==> src/rtl/counter_seq_pkg.sv <==
// Shared opcodes and FSM state encoding for the counter sequencer.
package counter_seq_pkg;

    localparam logic [1:0] OP_START = 2'b00;
    localparam logic [1:0] OP_STOP  = 2'b01;
    localparam logic [1:0] OP_LOAD  = 2'b10;
    localparam logic [1:0] OP_CLEAR = 2'b11;

    typedef enum logic [1:0] {
        ST_IDLE = 2'b00,
        ST_RUN  = 2'b01,
        ST_DONE = 2'b10
    } state_e;

endpackage

==> src/rtl/updown_counter.sv <==
// WIDTH-bit up/down counter datapath with synchronous load; load wins over enable.
module updown_counter #(
    parameter int WIDTH = 4
) (
    input  logic             clk,
    input  logic             rst,
    input  logic             en,
    input  logic             dir,
    input  logic             load,
    input  logic [WIDTH-1:0] load_val,
    output logic [WIDTH-1:0] count
);

    localparam logic [WIDTH-1:0] ONE = WIDTH'(1);

    logic [WIDTH-1:0] count_q;
    logic [WIDTH-1:0] count_d;

    // Next count: load, else step in the requested direction, else hold.
    always_comb begin
        count_d = count_q;
        if (load) begin
            count_d = load_val;
        end else if (en) begin
            if (dir) begin
                count_d = count_q - ONE;
            end else begin
                count_d = count_q + ONE;
            end
        end else begin
            count_d = count_q;
        end
    end

    // Counter register.
    always_ff @(posedge clk or posedge rst) begin
        if (rst) begin
            count_q <= {WIDTH{1'b0}};
        end else begin
            count_q <= count_d;
        end
    end

    assign count = count_q;

endmodule

==> src/rtl/counter_sequencer.sv <==
// Command-driven FSM that runs the up/down counter toward a terminal value
// and reports completion with a one-cycle done pulse.
module counter_sequencer
    import counter_seq_pkg::*;
#(
    parameter int WIDTH = 4
) (
    input  logic             clk,
    input  logic             rst,
    input  logic             cmd_valid,
    output logic             cmd_ready,
    input  logic [1:0]       cmd_op,
    input  logic [WIDTH-1:0] cmd_data,
    input  logic             cmd_dir,
    output logic [WIDTH-1:0] count,
    output logic             busy,
    output logic             done,
    output logic             cmd_err
);

    state_e           state_q, state_d;
    logic [WIDTH-1:0] term_q, term_d;
    logic             dir_q, dir_d;
    logic             done_q, done_d;
    logic             err_q, err_d;

    logic             cnt_en_s;
    logic             cnt_load_s;
    logic [WIDTH-1:0] cnt_load_val_s;
    logic             accept_s;

    assign cmd_ready = (state_q != ST_DONE);
    assign accept_s  = cmd_valid && cmd_ready;

    // Next-state, datapath control and pulse generation.
    always_comb begin
        state_d        = state_q;
        term_d         = term_q;
        dir_d          = dir_q;
        done_d         = 1'b0;
        err_d          = 1'b0;
        cnt_en_s       = 1'b0;
        cnt_load_s     = 1'b0;
        cnt_load_val_s = {WIDTH{1'b0}};
        case (state_q)
            ST_IDLE: begin
                if (accept_s) begin
                    case (cmd_op)
                        OP_START: begin
                            term_d  = cmd_data;
                            dir_d   = cmd_dir;
                            state_d = ST_RUN;
                        end
                        OP_LOAD: begin
                            cnt_load_s     = 1'b1;
                            cnt_load_val_s = cmd_data;
                        end
                        OP_CLEAR: begin
                            cnt_load_s     = 1'b1;
                            cnt_load_val_s = {WIDTH{1'b0}};
                        end
                        default: begin
                            state_d = ST_IDLE;
                        end
                    endcase
                end else begin
                    state_d = ST_IDLE;
                end
            end
            ST_RUN: begin
                if (accept_s && (cmd_op == OP_CLEAR)) begin
                    cnt_load_s     = 1'b1;
                    cnt_load_val_s = {WIDTH{1'b0}};
                    state_d        = ST_IDLE;
                end else if (accept_s && (cmd_op == OP_STOP)) begin
                    state_d = ST_IDLE;
                end else begin
                    // START/LOAD are dropped but the run carries on.
                    err_d = accept_s && ((cmd_op == OP_START) || (cmd_op == OP_LOAD));
                    if (count == term_q) begin
                        state_d = ST_DONE;
                        done_d  = 1'b1;
                    end else begin
                        cnt_en_s = 1'b1;
                    end
                end
            end
            ST_DONE: begin
                state_d = ST_IDLE;
            end
            default: begin
                state_d = ST_IDLE;
            end
        endcase
    end

    // FSM, run parameters and pulse registers.
    always_ff @(posedge clk or posedge rst) begin
        if (rst) begin
            state_q <= ST_IDLE;
            term_q  <= {WIDTH{1'b0}};
            dir_q   <= 1'b0;
            done_q  <= 1'b0;
            err_q   <= 1'b0;
        end else begin
            state_q <= state_d;
            term_q  <= term_d;
            dir_q   <= dir_d;
            done_q  <= done_d;
            err_q   <= err_d;
        end
    end

    updown_counter #(
        .WIDTH (WIDTH)
    ) u_counter (
        .clk      (clk),
        .rst      (rst),
        .en       (cnt_en_s),
        .dir      (dir_q),
        .load     (cnt_load_s),
        .load_val (cnt_load_val_s),
        .count    (count)
    );

    assign busy    = (state_q == ST_RUN);
    assign done    = done_q;
    assign cmd_err = err_q;

endmodule

==> config.mk <==
export PLATFORM = sky130hd
export DESIGN_NAME = counter_sequencer
export DESIGN_NICKNAME = d
export VERILOG_FILES = /design/src/rtl/counter_seq_pkg.sv /design/src/rtl/updown_counter.sv /design/src/rtl/counter_sequencer.sv
export SDC_FILE = /design/constraint.sdc
export NUM_CORES = 1
export LEC_CHECK = 0
export CORE_MARGIN = 2
export CORE_UTILIZATION = 48
export DETAILED_ROUTE_END_ITERATION = 10
export HOLD_SLACK_MARGIN = 0.03
export PLACE_DENSITY = 0.81
export SLEW_MARGIN = 10
export SYNTH_ARGS = -nofsm -noshare
export SYNTH_HDL_FRONTEND = slang
export SYNTH_HIERARCHICAL = 1
export SYNTH_SLANG_ARGS = --single-unit
==> constraint.sdc <==
create_clock -name clk -period 2.5 [get_ports clk]
set_input_delay 0.75 -clock clk [delete_from_list [all_inputs] [get_ports clk]]
set_output_delay 0.75 -clock clk [all_outputs]
set_load 0.01 [all_outputs]
==> run notes <==
Synthesis and place-and-route results.

- The run finished with clean final reports.
- The number of instances on the worst hold path is 1.
- The most frequent logic cell in the layout is clkdlybuf4s50_1.
- The total grt overflow is 0.
- The synthesis-to-layout area growth is 28.9%.
- IR analysis of the VDD net gives a maximum drop of 0.000585 V.
- The total clock buffers created by CTS is 3.
- The number of sinks driven by the clock tree is 13.
- The portion of synthesized area spent on multiplexers is 8.33%.
- The simple-gate share of the synthesized area is roughly 26%.
- The synthesis stat section lists a flop and latch total of 13.
- The post-route minimum period is 2220 ps.
- For this block, the routed nets add up to 1560 um of wire.
- The net count after synthesis is slightly below 90.
- The type of the most critical hold path is reg2reg.
- Cells fill between 60 and 70% of the core in the end.
- The cell sitting at the root of the clock tree is a clkbuf_4.
- Per the timing report, the achievable frequency comes out to 451 MHz.
- Global routing used 18.5% of the available tracks.
- The power density of the placed cells is approximately 1100 nW/um2.
- For reference, the top cells by area after synthesis are dfrtp_1 41%, mux2_2 7.1%, xor2_1 4.4%.
- Logic depth along the worst register-to-register path is recorded as 7.
- The area of the die is 2000 um2.
- The design has 13 sequential cells.
- The script reports the combined buffer and inverter count of the critical path as 1.
- The initial detailed-routing violation count is 5.
- The average footprint of a synthesized cell is approximately 11 um2.
- The number of multi-input combinational cells in the layout is 54.
- The cell family contributing the most delay on the critical path is buffers and inverters.
- In the final report, the number of hold violations comes to 0.
- The first-pass iteration count of the detailed router is 4.
- Once detail routing completed, the nets flagged for antenna violations numbered 0.
- The design internal power is 0.666 mW.
- Among the non-sequential cells, simple AND/OR/NAND/NOR gates take the most area.
- Post-CTS timing repair inserted 0 buffers for setup.
- The inserted tap cell count is 16.
- The endpoint identified for the worst register-to-register timing path is u_counter/count[3].
- The power consumption is between 1 and 1.5 mW.
- The power report puts the net switching power at about 0.42 mW.
- The start point of the worst hold path is term_q[3].
- The post-route worst setup slack is around 280 ps.
- The fraction of synthesized cell area in xor and xnor cells is 6.60%.
- The via count of the first global-routing pass was approximately 590.
- The floorplan step set the die height to 44.7 um.
- The largest net degree at the start of global routing is 10.
- In the final layout, excluding clock buffers the buffer count is 21.
- TritonRoute output was used to compute an average wire per cell of between 10 and 15 um.
- The buffer_ports step reported a buffer count of 17.
- Summing over the stages, the warning tally comes to 26.
- Setup repair after global routing left no endpoint under its margin.
- Measured on the final layout, the clock distribution area share stands at 2.56%.
- The clock tree from TritonCTS is yes.
- The buffer levels on the longest clock path is 2.
- In this run, power in flip-flops and latches comes to approximately 0.4 mW.
- For hold timing, the worst endpoint is term_q[3].
- The routed wirelength on the met1 layer is recorded as around 700 um.
- The number of cell rows is 14.
- The area fraction of the largest cell type after synthesis is about two fifths.
- The cell-mix breakdown from Yosys lists the adder-cell area share as roughly 5.7%.
- The critical path runs through a total of 2 cells.
- Of the total standard cell area in the layout, the multi-input combinational portion is 42.4%.
- The post-CTS hold buffer count recorded in the log is 0.
- Routability-driven placement finished with a final weighted congestion of 0.760.
- STA classifies the critical path startpoint as a flip-flop.
- The logic area is 435 um2.
- The mean number of vias per cell is 5.37.
- The count of placed standard cells including taps is 109.
- The count of pins over their slew limit is 0.
- The final-stage net count is 111.
- The die is between 40 and 50 um wide.
- The effective utilization at floorplan is 52.2%.
- The critical path endpoint is busy.
- For this run, the number of Yosys warnings is 6.
- The number of non-clock inverters is 5.
- The number of gates resized after CTS was 0.
- The maximum level of the CTS H-tree is 1.
- The power dissipated in combinational cells is approximately 0.56 mW.
- The number of synthesized flops with an enable pin is 0.
- The type of the setup path with the least slack is reg2out.
- The clock buffer count is 4.
- Signal routing reaches up to met3.
- The length of routed met3 wiring is 54 um.
- In the final timing run, aggregate negative setup slack is 0 ps.
- The tightest hold path in the finished design has a slack of ~530 ps.
- The primary flip-flop cell chosen by synthesis mapping is dfrtp_1.
- The power share of the combinational group is roughly 51%.
- In the layout the commonest cells are 17 x clkdlybuf4s50_1, 13 x dfrtp_1, 6 x nand2_1.
- The first global-routing pass estimated 2640 um of wire.
- The register fraction of the total cell area is about a third.
**Met3 routing**

(12 px per um)
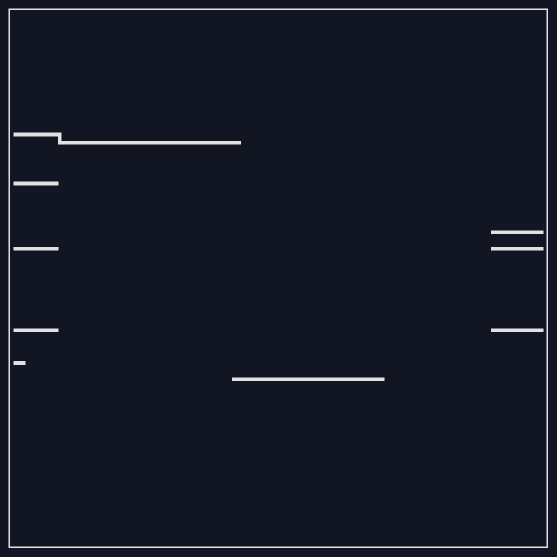
nets with wire on the layer: 9
main direction: horizontal
wire length on this layer: 55.0 um
longest straight run: 14.9 um
share of all routed wire: 3.5%
GRT met3 Usage: 4.40%
total number of vias: 607

**Routed clock nets over the placement**

(12 px per um)
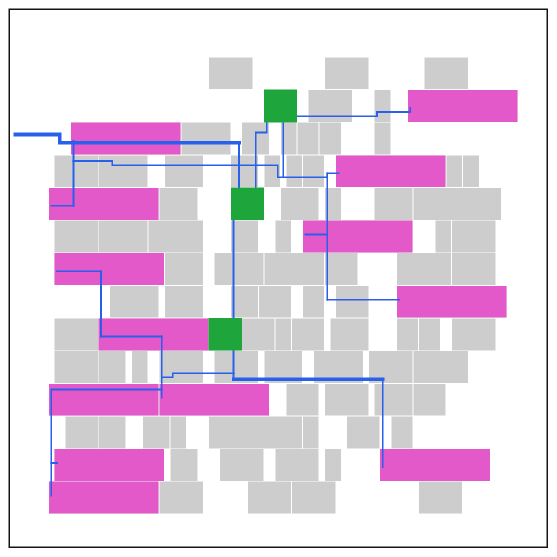
[flip-flops] magenta | count: 13
[clock-net drivers] green | count: 3
[clock wires] blue | length: 177 um
routed clock nets: 4
clock skew after layout: 2.82 ps
clock share of power: 12.2%
clock insertion delay at the later pin of the skew report: 270 ps
clock network power: 0.132 mW

Power figures rest on the tool's default switching activity, not on a simulated workload.
